[src/rtl/gf163_sqrt_iter.sv]
// Iterative k-fold square root in GF(2^163), f(x) = x^163 + x^7 + x^6 + x^3 + 1.
// Define SQRT_DOUBLE_STEP_EN to take two roots per cycle while two or more remain.
module gf163_sqrt_iter (
    input  logic         clk,
    input  logic         rst,
    input  logic         start,
    input  logic [7:0]   k,
    input  logic [162:0] a,
    output logic         busy,
    output logic         done,
    output logic [162:0] b
);

    typedef enum logic {IDLE, RUN} state_t;

    localparam logic [162:0] RED = 163'h0C9;

    // sqrt(x) = x^5 + sum x^(4+3j), j=0..25 + sum x^(9+3j), j=0..51
    function automatic logic [162:0] sqrt_x_poly();
        logic [162:0] s;
        s    = '0;
        s[5] = 1'b1;
        for (int i = 4; i <= 79; i += 3) s[i] = 1'b1;
        for (int i = 9; i <= 162; i += 3) s[i] = 1'b1;
        return s;
    endfunction

    localparam logic [162:0] SQRT_X = sqrt_x_poly();

    function automatic logic [162:0] mulx(input logic [162:0] v);
        return {v[161:0], 1'b0} ^ (RED & {163{v[162]}});
    endfunction

    // sqrt(v) = v_even(x) + sqrt(x) * v_odd(x), the halves taken from alternate bits
    function automatic logic [162:0] gf_sqrt(input logic [162:0] v);
        logic [162:0] r;
        logic [162:0] p;
        r = '0;
        p = SQRT_X;
        for (int i = 0; i < 82; i++) r[i] = v[2*i];
        for (int i = 0; i < 81; i++) begin
            if (v[2*i+1]) r = r ^ p;
            p = mulx(p);
        end
        return r;
    endfunction

    state_t       state, state_n;
    logic [162:0] acc, acc_n, b_n;
    logic [7:0]   cnt, cnt_n;
    logic         done_n;
    logic [162:0] sq1;

    assign sq1  = gf_sqrt(acc);
    assign busy = (state == RUN);

`ifdef SQRT_DOUBLE_STEP_EN
    logic [162:0] sq2;
    assign sq2 = gf_sqrt(sq1);
`endif

    always_comb begin
        state_n = state;
        acc_n   = acc;
        cnt_n   = cnt;
        b_n     = b;
        done_n  = 1'b0;
        case (state)
            IDLE: begin
                if (start) begin
                    acc_n   = a;
                    cnt_n   = k;
                    state_n = RUN;
                end
            end
            RUN: begin
                if (cnt == 8'd0) begin
                    b_n     = acc;
                    done_n  = 1'b1;
                    state_n = IDLE;
                end else begin
`ifdef SQRT_DOUBLE_STEP_EN
                    if (cnt >= 8'd2) begin
                        acc_n = sq2;
                        cnt_n = cnt - 8'd2;
                    end else begin
                        acc_n = sq1;
                        cnt_n = cnt - 8'd1;
                    end
`else
                    acc_n = sq1;
                    cnt_n = cnt - 8'd1;
`endif
                end
            end
            default: state_n = IDLE;
        endcase
    end

    always_ff @(posedge clk) begin
        if (rst) begin
            state <= IDLE;
            acc   <= '0;
            cnt   <= '0;
            b     <= '0;
            done  <= 1'b0;
        end else begin
            state <= state_n;
            acc   <= acc_n;
            cnt   <= cnt_n;
            b     <= b_n;
            done  <= done_n;
        end
    end

endmodule

[config.mk]
export PLATFORM = sky130hd
export DESIGN_NAME = gf163_sqrt_iter
export DESIGN_NICKNAME = d
export VERILOG_FILES = /design/src/rtl/gf163_sqrt_iter.sv
export SDC_FILE = /design/constraint.sdc
export NUM_CORES = 2
export LEC_CHECK = 0
export CAP_MARGIN = 20
export CORE_ASPECT_RATIO = 1.5
export CORE_MARGIN = 2
export CORE_UTILIZATION = 44
export CTS_CLUSTER_DIAMETER = 150
export DETAILED_ROUTE_END_ITERATION = 7
export SKIP_CTS_REPAIR_TIMING = 1
export SLEW_MARGIN = 20
export SYNTH_ARGS = -nofsm -noshare
export SYNTH_HDL_FRONTEND = slang
export SYNTH_SLANG_ARGS = --single-unit
export TNS_END_PERCENT = 100
[constraint.sdc]
create_clock -name clk -period 3.8 [get_ports clk]
set_input_delay 1.14 -clock clk [delete_from_list [all_inputs] [get_ports clk]]
set_output_delay 1.14 -clock clk [all_outputs]
set_load 0.02 [all_outputs]
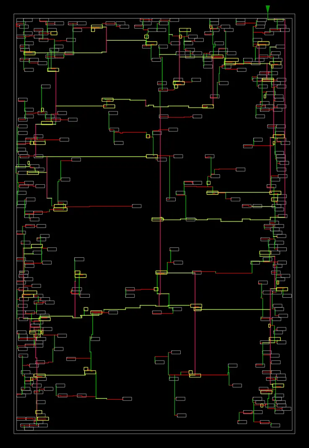
**Above:** clock routing.
count of clock buffers in the final design: 51
flop count: 336
clk latency late pin: 0.63 ns

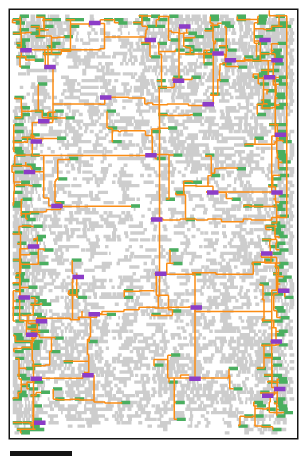
**Above:** routed clock nets over the placement.
Bar = 50 um.
cells driving clock nets -> purple  # count 39
clock wires -> orange  # length 5,820 um
flip-flops -> green  # count 336
routed clock nets = 40
Max Clock Skew: 0.0521 ns

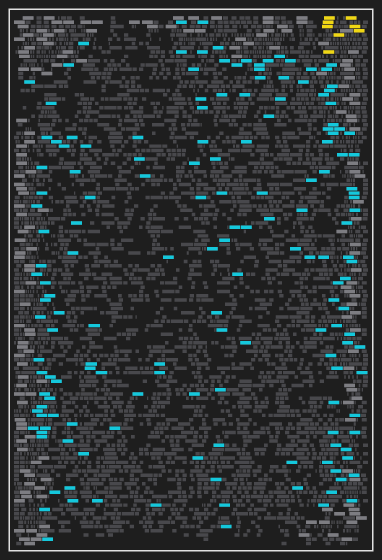
**Above:** where the registers sit.
Other sequential cells in the stronger gray, the rest of the logic in the fainter gray.
`acc` -> cyan  # placed flops 163, where spread over the die
`cnt` -> yellow  # placed flops 8, where top right
sequential cell area share: 15.2%
Flop area: 6740 um2
Core Util, Final: 58.3%

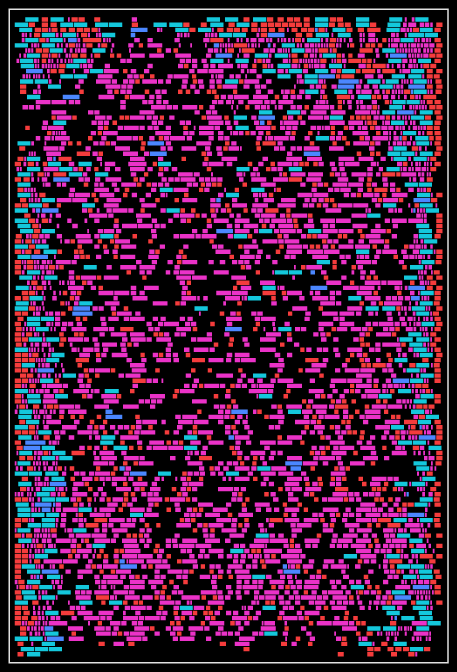
**Above:** placed cells, one color a class.
flip-flops -> cyan  # cells 336, share of their area 16%
other buffers and delay cells -> red  # cells 1,000, share of their area 21%
all other logic -> magenta  # cells 2,698, share of their area 61%
clock drivers and dummy loads -> blue  # cells 71, share of their area 3.0%
num rows: 124
core area: 76,200 um2
Final Instance Area: 44,400 um2

==> results_dict.tcl <==
# collected from the flow reports
set metrics [dict create \
    die_width_um 230 \
    hold_path.class "reg -> reg" \
    routabilityCongestion 1.14 \
    drc 0 \
    numCtsBuffers 39 \
    path_class "reg -> reg" \
    dpl.hpwl_mm 171 \
    synth_flops 336 \
    hold_viol_final 0 \
    drt-wirelength-per-cell_um 42.1 \
    drt_first_iter_violations 4463 \
    syn-cell-area_um2 33800 \
    violations "negative setup slack" \
    crit_required_ns 4.33 \
    whs_endpoint "b[13]" \
    grt_pass1_wl_mm 280 \
    clock_sinks 336 \
    holdPathStages 2 \
    yosys.area.top_type_share_pct 24.7 \
    clock_path_buffers 3 \
    fp-utilization_pct 44.4 \
    yosysTopAreaCell "xnor3_1" \
    setup.worst_path.end_class "flip-flop" \
    grtUsageTotal_pct 53.6 \
    startpoint_type "flip-flop" \
    cts_max_level 2 \
    worst_slack_ns -0.0732 \
    final_layout_size_suffix_gt1_share_pct 20.0 \
    worstPathArrival_ns 4.40 \
    outcome "finished with violations" \
    via_per_inst 6.21 \
    ant_nets 0 \
    worstHoldStart "b[13]" \
    ff2ff_setup_slack_ns -0.07 \
    syn_nets 3474 \
    synth_cell_types 62 \
    clockRootBuffer "clkbuf_16" \
    nFillCells 6405 \
    overflow 0 \
    wl_mm 215 \
    warning_count 31 \
    cts_tree "yes" \
    tightestPinTransition_ns 1.09 \
    syn-mean-instance-area_um2 10.3 \
    setup-tns-final_ns -0.0735 \
    netlist_instances 3298 \
    yosysMostFrequentCell "xnor2_1" \
    synth_chip_area_um2 33800 \
    finalNetCount 4251 \
    synthArstFlopShare_pct 0 \
    die_h_um 344 \
    regToRegStartpoint "acc[87]" \
    io_buffers 338 \
    flop_cell "dfxtp_1" \
    min_period_ns 3.87 \
    rsz0062_at_grt "no" \
    setup_viol 2 \
    die_area_um2 79200 \
    ys_warn_count 0 \
    netlist_top_cells_area "xnor3_1 25%, xnor2_1 22%, dfxtp_1 20%" \
]
## area by class of cell
cell class	count	area (um2)	share of cell area [%]
inverter	6	22.5	0.0508
clock inverter	20	223	0.502
antenna	3	7.51	0.0169
clock buffer	51	1080	2.44
sequential	336	6740	15.2
multi-input combinational	2692	26100	58.9
tap	1008	1260	2.84
timing repair buffer	1000	8920	20.1
## state kept, by name, summed over array words and instances (netlist names)
register,cells
cnt,8
acc,163
b,163
done,1
busy,1
## how the worst max path moves through the flow
stage / startpoint / end / slack (ns) / cells after the start
finish: acc[87] / acc[64] / -0.07 / 9
global route: acc[41] / acc[131] / 0.02 / 8
CTS: acc[91] / acc[64] / -0.25 / 8
detailed placement: acc[91] / acc[64] / -0.24 / 8
global placement: acc[91] / acc[64] / -0.24 / 8
floorplan: acc[155] / acc[70] / 0.91 / 8
## cell families after synthesis
kind of cell / synth area share [%]
xor gates and xnor gates: 59.7
and+or+nand+nor: 6.86
AOI/OAI and AO/OA: 9.31
DFF: 19.9
buffers and inverters: 3.53
muxes: 0.688
adders and majority gates: 0.0739
## layout by cell type, fill, tap and decap left out, types with 45 or more instances in the layout
master	synthesis	routed
a211oi_1	69	69
a21oi_1	300	300
buf_4	12	618
clkdlybuf4s50_1	0	337
dfxtp_1	336	331
nand2_1	430	428
nor2_1	111	108
xnor2_1	850	835
xnor2_2	31	45
xnor3_1	371	368
xor2_1	219	215
xor3_1	56	55
## critical path, stage by stage, from the launching register on
cell and delay (ns):
dfxtp_1 0.62, buf_12 0.24, xnor2_4 0.16, xnor3_1 0.52, buf_4 0.34, xnor3_1 0.53, xor2_2 0.38, xnor3_1 0.51
nand2b_1 0.18, a211oi_1 0.27
## per-stage QoR
step	cells	setup slack, ns	util, %	instance area, um2
final	5116	-0.0732	58.3	44400
after global routing	5114	0.0236	58.2	44400
after CTS	5107	-0.250	58.0	44200
after detailed placement	5036	-0.238	56.3	42900
after global placement	5036	-0.242	56.3	42900
after floorplan	3298	0.908	-	33800
## per-layer routing
| metal | track usage, % | part of all wire, % | vias up | routed length (um) |
|---|---|---|---|---|
| li1 | - | - | 12504 | - |
| met5 | 0.300 | 0.020 | - | 44 |
| met4 | 55.9 | 13 | 6 | 28200 |
| met2 | 78.4 | 41 | 2899 | 89100 |
| met3 | 18.4 | 13 | 1002 | 27100 |
| met1 | 59.1 | 33 | 15347 | 70700 |
